==> src/rtl/cpu_pkg.sv <==
// Shared constants and pipeline-register payload types for the CPU pipeline.
package cpu_pkg;

    localparam int unsigned XLEN = 32;

    localparam logic [XLEN-1:0] RESET_PC  = 32'h0000_0000;
    localparam logic [XLEN-1:0] NOP_INSTR = 32'h0000_0000;
    localparam logic [XLEN-1:0] PC_INC    = 32'd4;

    // IF/ID payload: PC+4 of the fetched instruction, the instruction, and a real/bubble flag.
    typedef struct packed {
        logic [XLEN-1:0] pc4;
        logic [XLEN-1:0] instr;
        logic            valid;
    } ifid_t;

    // Bubble payload written on reset or flush.
    function automatic ifid_t ifid_bubble(input logic [XLEN-1:0] nop);
        ifid_t b;
        b.pc4   = '0;
        b.instr = nop;
        b.valid = 1'b0;
        return b;
    endfunction

endpackage : cpu_pkg

==> src/rtl/ifid_reg.sv <==
// IF/ID pipeline register with reset, flush, hold and load controls.
// Priority: reset > flush > hold > load.
module ifid_reg
    import cpu_pkg::*;
#(
    parameter logic [31:0] BUBBLE_INSTR = 32'h0000_0000
) (
    input  logic  clk,
    input  logic  reset,
    input  logic  flush_i,
    input  logic  hold_i,
    input  ifid_t load_i,
    output ifid_t q_o
);

    ifid_t ifid_q;
    ifid_t ifid_d;

    // Next-value select: flush squashes, hold keeps, otherwise capture the new fetch.
    always_comb begin
        ifid_d = ifid_q;
        if (flush_i) begin
            ifid_d = ifid_bubble(BUBBLE_INSTR);
        end else if (!hold_i) begin
            ifid_d = load_i;
        end
    end

    // State register with synchronous reset to a bubble.
    always_ff @(posedge clk) begin
        if (reset) begin
            ifid_q <= ifid_bubble(BUBBLE_INSTR);
        end else begin
            ifid_q <= ifid_d;
        end
    end

    assign q_o = ifid_q;

endmodule : ifid_reg

==> src/rtl/fetch_pc_unit.sv <==
// Instruction-fetch stage: PC register, next-PC select (PC+4 / branch / jump),
// IF/ID pipeline register and a saturating redirect counter.
module fetch_pc_unit #(
    parameter logic [31:0] RESET_PC  = cpu_pkg::RESET_PC,
    parameter logic [31:0] NOP_INSTR = cpu_pkg::NOP_INSTR,
    parameter int unsigned CNT_W     = 16
) (
    input  logic             clk,
    input  logic             reset,
    input  logic             stall_i,
    input  logic             branch_taken_i,
    input  logic [31:0]      branch_base_i,
    input  logic [31:0]      branch_offset_i,
    input  logic             jump_i,
    input  logic [25:0]      jump_index_i,
    input  logic [31:0]      instr_i,
    output logic [31:0]      pc_o,
    output logic [31:0]      ifid_pc4_o,
    output logic [31:0]      ifid_instr_o,
    output logic             ifid_valid_o,
    output logic [CNT_W-1:0] redirect_cnt_o
);

    import cpu_pkg::ifid_t;
    import cpu_pkg::PC_INC;

    localparam logic [CNT_W-1:0] CNT_MAX = {CNT_W{1'b1}};
    localparam logic [CNT_W-1:0] CNT_ONE = CNT_W'(1);

    logic [31:0]      pc_q;
    logic [31:0]      pc_d;
    logic [CNT_W-1:0] cnt_q;
    logic [CNT_W-1:0] cnt_d;

    logic [31:0] pc4_c;
    logic [31:0] btarget_c;
    logic [31:0] jtarget_c;
    logic        redirect_c;

    ifid_t ifid_load;
    ifid_t ifid_out;

    // Target adders; all wrap modulo 2^32.
    always_comb begin
        pc4_c      = pc_q + PC_INC;
        btarget_c  = branch_base_i + branch_offset_i;
        jtarget_c  = {ifid_out.pc4[31:28], jump_index_i, 2'b00};
        redirect_c = branch_taken_i | jump_i;
    end

    // Next-PC select: branch beats jump, any redirect beats stall.
    always_comb begin
        pc_d = pc4_c;
        if (branch_taken_i) begin
            pc_d = btarget_c;
        end else if (jump_i) begin
            pc_d = jtarget_c;
        end else if (stall_i) begin
            pc_d = pc_q;
        end
    end

    // Redirect counter sticks at all-ones instead of wrapping.
    always_comb begin
        cnt_d = cnt_q;
        if (redirect_c && (cnt_q != CNT_MAX)) begin
            cnt_d = cnt_q + CNT_ONE;
        end
    end

    // PC and counter registers; reset discards any redirect or stall on the same edge.
    always_ff @(posedge clk) begin
        if (reset) begin
            pc_q  <= RESET_PC;
            cnt_q <= '0;
        end else begin
            pc_q  <= pc_d;
            cnt_q <= cnt_d;
        end
    end

    // Payload captured on a normal fetch.
    always_comb begin
        ifid_load.pc4   = pc4_c;
        ifid_load.instr = instr_i;
        ifid_load.valid = 1'b1;
    end

    // IF/ID register: a redirect squashes the single wrong-path fetch.
    ifid_reg #(
        .BUBBLE_INSTR (NOP_INSTR)
    ) u_ifid_reg (
        .clk     (clk),
        .reset   (reset),
        .flush_i (redirect_c),
        .hold_i  (stall_i),
        .load_i  (ifid_load),
        .q_o     (ifid_out)
    );

    assign pc_o           = pc_q;
    assign ifid_pc4_o     = ifid_out.pc4;
    assign ifid_instr_o   = ifid_out.instr;
    assign ifid_valid_o   = ifid_out.valid;
    assign redirect_cnt_o = cnt_q;

endmodule : fetch_pc_unit

==> config.mk <==
export PLATFORM = sky130hd
export DESIGN_NAME = fetch_pc_unit
export DESIGN_NICKNAME = d
export VERILOG_FILES = /design/src/rtl/cpu_pkg.sv /design/src/rtl/ifid_reg.sv /design/src/rtl/fetch_pc_unit.sv
export SDC_FILE = /design/constraint.sdc
export NUM_CORES = 1
export LEC_CHECK = 0
export ABC_AREA = 1
export CAP_MARGIN = 40
export CORE_MARGIN = 5
export CORE_UTILIZATION = 30
export CTS_CLUSTER_SIZE = 20
export DETAILED_ROUTE_END_ITERATION = 10
export GPL_TIMING_DRIVEN = 0
export HOLD_SLACK_MARGIN = 0.05
export MAX_ROUTING_LAYER = met4
export PLACE_DENSITY = 0.52
export SLEW_MARGIN = 15
export SYNTH_ARGS = -nofsm -noshare
export SYNTH_HDL_FRONTEND = slang
export SYNTH_HIERARCHICAL = 1
export SYNTH_SLANG_ARGS = --single-unit
export TNS_END_PERCENT = 5
==> constraint.sdc <==
create_clock -name clk -period 2.7 [get_ports clk]
set_input_delay 0.675 -clock clk [delete_from_list [all_inputs] [get_ports clk]]
set_output_delay 0.675 -clock clk [all_outputs]
set_load 0.01 [all_outputs]
==> metrics.yaml, run 1 <==
wl_met3_um: 1654
clockPowerShare: 0.411
p_int_mw: 3.772
dieArea_um2: 31430
comb_share: 0.4259
die_h_um: 177.3
clkCellAreaFrac: 0.04973
r2r_cells: 11
syn_area_per_cell_um2: 5.641
r2r_end: "pc_o[14]"
drt_iter0_markers: 452
top_cell_area_share: 0.2695
fp_util: 0.3030
path_delay_family: "simple AND/OR/NAND/NOR gates"
die_width_um: 177.3
max_stage_delay_ns: 0.46
layout_top_cell: "nand2_1"
rsz0062_at_grt: "no"
grt_pass1_vias: 9124
post-route-cell-area_um2: 11850
critical_path_required_ns: 3.05
antenna_found_initial: 0
warnings: 26
ys_async_sr_fraction: 0
leakage_nw: 5.438
cts_buffer_depth: 2
drc: 0
layout.nets: 1906
critPathSlowestCell: "clkdlybuf4s50_1"
p_clk_mw: 2.25
portBuffers: 238
ys.flop_type: "dfxtp_1"
viasPerCell: 4.447
place_area_um2: 11250
yosysUniqueCellTypes: 36
max_freq_mhz: 398.2
worst-path-max-fanout: 5
worst_hold_path.num_cells: 2
gp_congestion: 0.9362
sh_seq_area: 0.1909
top_layer: "met4"
status: "finished, final reports clean"
cp-endpoint: "pc_o[30]"
grt_use_total: 0.2010
tightest_slew_ns: 0.7292
clock.latency.late_pin_ns: 0.42
ys_sh_adder: 0.05157
routed-wl-met2_um: 14030
htreeDepth: 4
cellPowerDensity_nw_per_um2: 462.9
top_cells_by_count: "nand2_1, nor2_1, inv_1"
swShare: 0.3124
[run 1: registers in the layout, summed over array words and instances (netlist names)]
name / flops
redirect_cnt_o: 16
pc_o: 32
u_ifid_reg/q_o: 65
[run 1: stage by stage]
step / cells / setup slack, ns / setup TNS (ns) / total power, mW
CTS: 2136 / 0.09016 / 0 / 5.547
global placement: 2104 / -0.3051 / -2.267 / 3.263
detailed placement: 2104 / -0.3294 / -2.633 / 3.268
floorplan: 1488 / 0.5919 / 0 / 2.624
finish: 2137 / 0.1885 / 0 / 5.486
global route: 2136 / 0.04631 / 0 / 5.791
[run 1: worst min-delay path, cell delays in order, from the launching register on]
cell and delay [ns]:
dfxtp_1 0.31, inv_1 0.07, a21oi_1 0.06
[run 1: timing repair]
item	CTS	global route
setup buffers	0	0
resized	0	4
endpoints found under the setup margin	0	6
Figure 1. Signal wires on met4 (run 1).
Bar = 50 µm.
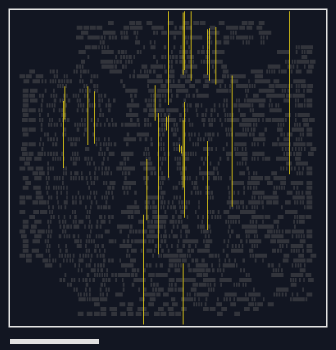
share of all routed wire: 3.0%
longest straight run: 91.1 µm
wire length on this layer: 957 µm
nets with wire on the layer: 24
main direction: vertical
drt total wl: 31,480 µm
vias: 9,504

Figure 2. Met2 routing (run 1).
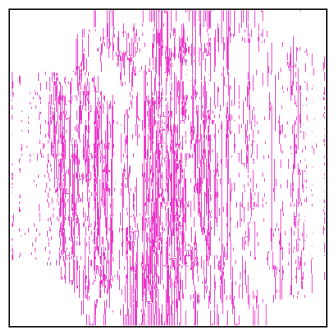
wire length on this layer: 14,000 µm
longest straight run: 112 µm
main direction: vertical
share of all routed wire: 45%

Figure 3. Track usage over the die (run 1).
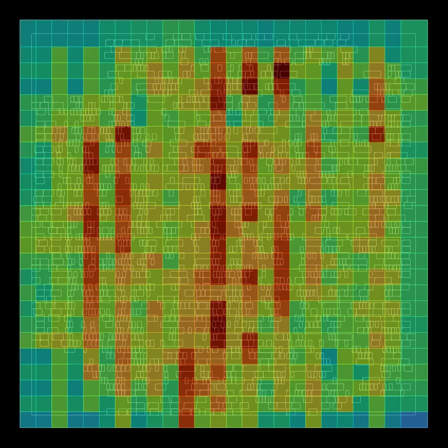
final core utilization: 0.4278
met2 track demand over resource: 0.3266
grt peak-use layer: met2
GR met3 Demand/Resource: 0.03845
met1 Use GR: 0.2514

==> run 2: changes to the inputs <==
--- a/config.mk
+++ b/config.mk
@@ -6,12 +6,12 @@
 export NUM_CORES = 1
 export LEC_CHECK = 0
 export ABC_AREA = 1
+export ABC_CLOCK_PERIOD_IN_PS = 2700
 export CAP_MARGIN = 40
 export CORE_MARGIN = 5
 export CORE_UTILIZATION = 30
 export CTS_CLUSTER_SIZE = 20
 export DETAILED_ROUTE_END_ITERATION = 10
-export GPL_TIMING_DRIVEN = 0
 export HOLD_SLACK_MARGIN = 0.05
 export MAX_ROUTING_LAYER = met4
 export PLACE_DENSITY = 0.52
Figure 4. Signal wires on met4 (run 2).
Bar = 50 µm.
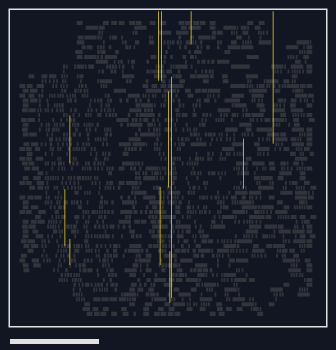
longest straight run: 124 µm
nets with wire on the layer: 10
wire length on this layer: 520 µm
share of all routed wire: 1.7%

==> run 2 against run 1 <==
  * Sequential cell count unchanged
  * Sequential power about the same
  * Design area increased by 0.59%
  * Clock power shrank 6%
  * Hold slack better by 0.0059 ns
  * Via count is 1.4% lower
  * Critical path depth did not move
  * Worst setup slack better by 0.13 ns
  * Non-clock buffer count down 9
  * Power decreased by 2.0%
  * Register-to-register slack gained 0.07 ns
  * Critical path type unchanged
  * Largest power group unchanged
==> metrics.yaml, run 2 <==
status: "finished, final reports clean"
grt_use_total: 0.1919  # -0.009089
rsz0062_at_grt: "no"
die_h_um: 177.3  # unchanged
ctsResizeCount: 0  # unchanged
critPathSlowestCell: "clkdlybuf4s50_1"
dieArea_um2: 31430  # unchanged
max_stage_delay_ns: 0.46  # about the same
clock.latency.late_pin_ns: 0.41  # about the same
final-instance-count-excl-fill: 2127  # -0.47%
leakage_nw: 5.463  # +0.46%
antenna_found_initial: 0  # unchanged
cp-endpoint: "pc_o[28]"
die_width_um: 177.3  # unchanged
comb_share: 0.4232  # -0.002710
path_delay_family: "simple AND/OR/NAND/NOR gates"
grt_pass1_vias: 8866  # -2.8%
cellPowerDensity_nw_per_um2: 450.8  # -2.6%
p_clk_mw: 2.12  # -6%
layout_top_cell: "nand2_1"
warnings: 28  # +7.7%
sh_seq_area: 0.1898  # -0.001121
place_ws_ns: -0.1057  # +0.2236 ns
worst-path-max-fanout: 5  # unchanged
routed_wirelength_um: 30070  # -4.5%
num_vias: 9368  # -1.4%
worst_hold_path.num_cells: 2  # unchanged
post-route-cell-area_um2: 11920  # +0.59%
ys.flop_type: "dfxtp_1"
ys_async_sr_fraction: 0  # unchanged
htreeDepth: 4  # unchanged
cts_buffer_depth: 2  # unchanged
yosysUniqueCellTypes: 36  # unchanged
clockPowerShare: 0.394  # -0.017
finalPower_mw: 5.375  # -2.0%
max_freq_mhz: 420.1  # +5.5%
drc: 0  # unchanged
r2r_end: "pc_o[30]"
finalSetupTns_ns: 0  # unchanged
p_int_mw: 3.681  # -2.4%
top_cells_by_count: "nand2_1, nor2_1, inv_1"
largest_register_ff_count: 65  # unchanged
Figure 5. Track usage over the die (run 2).
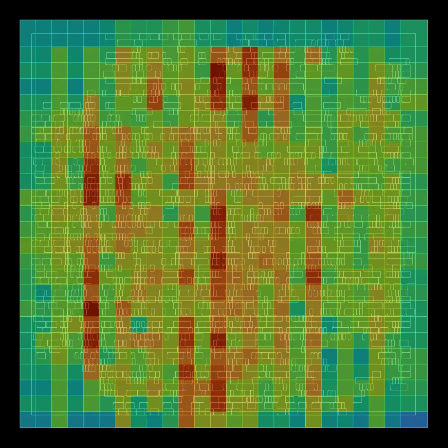
GR met3 Demand/Resource: 0.03397
met1 Use GR: 0.2589
final core utilization: 0.4303

[run 2: cell counts after synthesis]
Identical to the previous run, type by type.
[run 2: cells by family (layout without fill, tap and decap cells)]
kind of cell	after synthesis	after routing	synth area share
AND/OR/NAND/NOR	892	892	0.4275
buffers and inverters	272	533	0.1304
AND-OR/OR-AND	151	151	0.09450
flip-flops	113	113	0.2695
adder cells (fa/ha/maj)	34	34	0.05157
XOR/XNOR	25	25	0.02608
other	1	1	0.0004467
[run 2: per-layer routing]
metal,vias up,GRT usage,share of wire
li1,5056,-,-
met1,4042,0.2589,0.49
met2,246,0.2982,0.44
met3,24,0.03397,0.053
met4,0,0.05060,0.017
met5,-,-,0
==> run 3: changes to the inputs <==
--- a/config.mk
+++ b/config.mk
@@ -8,16 +8,18 @@
 export ABC_AREA = 1
 export ABC_CLOCK_PERIOD_IN_PS = 2700
 export CAP_MARGIN = 40
+export CELL_PAD_IN_SITES_DETAIL_PLACEMENT = 0
+export CELL_PAD_IN_SITES_GLOBAL_PLACEMENT = 2
 export CORE_MARGIN = 5
-export CORE_UTILIZATION = 30
+export CORE_UTILIZATION = 24
 export CTS_CLUSTER_SIZE = 20
 export DETAILED_ROUTE_END_ITERATION = 10
 export HOLD_SLACK_MARGIN = 0.05
 export MAX_ROUTING_LAYER = met4
-export PLACE_DENSITY = 0.52
+export PLACE_DENSITY = 0.78
 export SLEW_MARGIN = 15
 export SYNTH_ARGS = -nofsm -noshare
 export SYNTH_HDL_FRONTEND = slang
 export SYNTH_HIERARCHICAL = 1
 export SYNTH_SLANG_ARGS = --single-unit
-export TNS_END_PERCENT = 5
+export TNS_END_PERCENT = 100
Figure 6. The metal 3 layer (run 3).
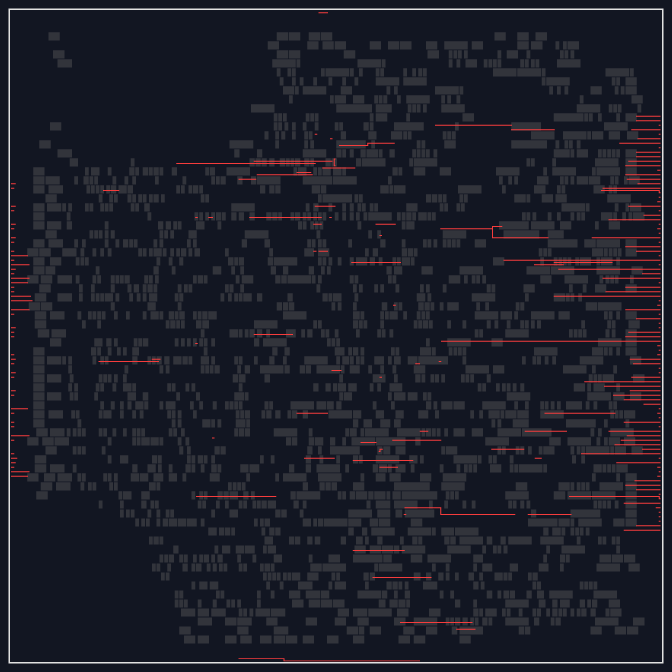
main direction: horizontal
longest straight run: 66.0 µm
wire length on this layer: 1,470 µm
nets with wire on the layer: 171
GR met3 Demand/Resource: 0.02865
drt total wl: 33,350 µm

==> run 3 against run 2 <==
  * Wire length grew 11%
  * Final cell count grew 4.5%
  * Synthesized cell count is the same
  * Sequential power is essentially flat
  * Maximum frequency shrank 0.19%
  * Clock skew grew 0.0019 ns
  * Sequential share of layout area shrank 0.51 points
  * Utilization shrank 7.6 points
  * Via count grew 1.7%
  * Non-clock buffer count grew 18
  * Worst setup slack lost 0.0046 ns
  * Design area grew 2.7%
  * Largest power group unchanged
  * Highest routed layer unchanged
==> metrics.yaml, run 3 <==
worst-path-max-fanout: 5  # unchanged
top_layer: "met4"
finalPower_mw: 5.914  # +10%
critPathSlowestCell: "clkdlybuf4s50_1"
routed-wl-met2_um: 15060  # +13%
grt_pass1_vias: 9260  # +4.4%
syn_inst: 1488
p_int_mw: 4.182  # +14%
rsz0062_at_grt: "no"
clock.latency.late_pin_ns: 0.42  # about the same
finalSetupTns_ns: 0  # unchanged
gr-max-usage-layer: "met2"
ys_async_sr_fraction: 0  # unchanged
num_vias: 9524  # +1.7%
cts_buffer_depth: 2  # unchanged
top_cells_by_count: "nand2_1, nor2_1, inv_1"
clockPowerShare: 0.437  # +0.043
layout_top_cell: "nand2_1"
path_delay_family: "simple AND/OR/NAND/NOR gates"
place_ws_ns: -0.1323  # -0.02655 ns
post-route-cell-area_um2: 12250  # +2.7%
ys.flop_type: "dfxtp_1"
met1_usage: 0.2322  # -0.02668
yosysUniqueCellTypes: 36  # unchanged
status: "finished, final reports clean"
cp-endpoint: "pc_o[20]"
htreeDepth: 4  # unchanged
warnings: 28  # unchanged
drc: 0  # unchanged
largest_register_ff_count: 65  # unchanged
final-instance-count-excl-fill: 2223  # +4.5%
edf_count: 0
max_stage_delay_ns: 0.46  # about the same
final_util: 0.3546  # -0.07572
grt_use_total: 0.1744  # -0.01749
Figure 7. M1 wires (run 3).
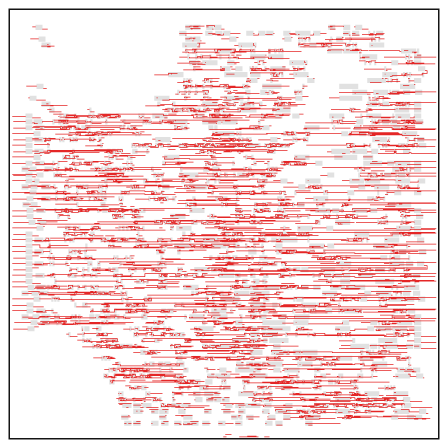
nets with wire on the layer: 1,805
longest straight run: 68.5 µm
main direction: horizontal
wire length on this layer: 16,200 µm

## run 3: cell counts after synthesis
No cell type changed its count.
## run 3: cells by family after synthesis
family,share of synthesized area
simple gates,0.4275
buf+inv,0.1304
compound gates,0.09450
flops,0.2695
fa+ha+maj,0.05157
xor+xnor,0.02608
other cells,0.0004467
## run 3: final cells by class
class                           instances  area [µm²]  share of cell area
Multi-Input combinational cell       1103        5045              0.4119
Clock inverter                          9       175.2             0.01430
Tap cell                              455       569.3             0.04648
Sequential cell                       113        2262              0.1847
Clock buffer                           23       498.0             0.04066
Timing Repair Buffer                  295        2855              0.2331
Inverter                              224       840.8             0.06865
Antenna cell                            1       2.502           0.0002043
Power figures rest on the tool's default switching activity, not on a simulated workload.
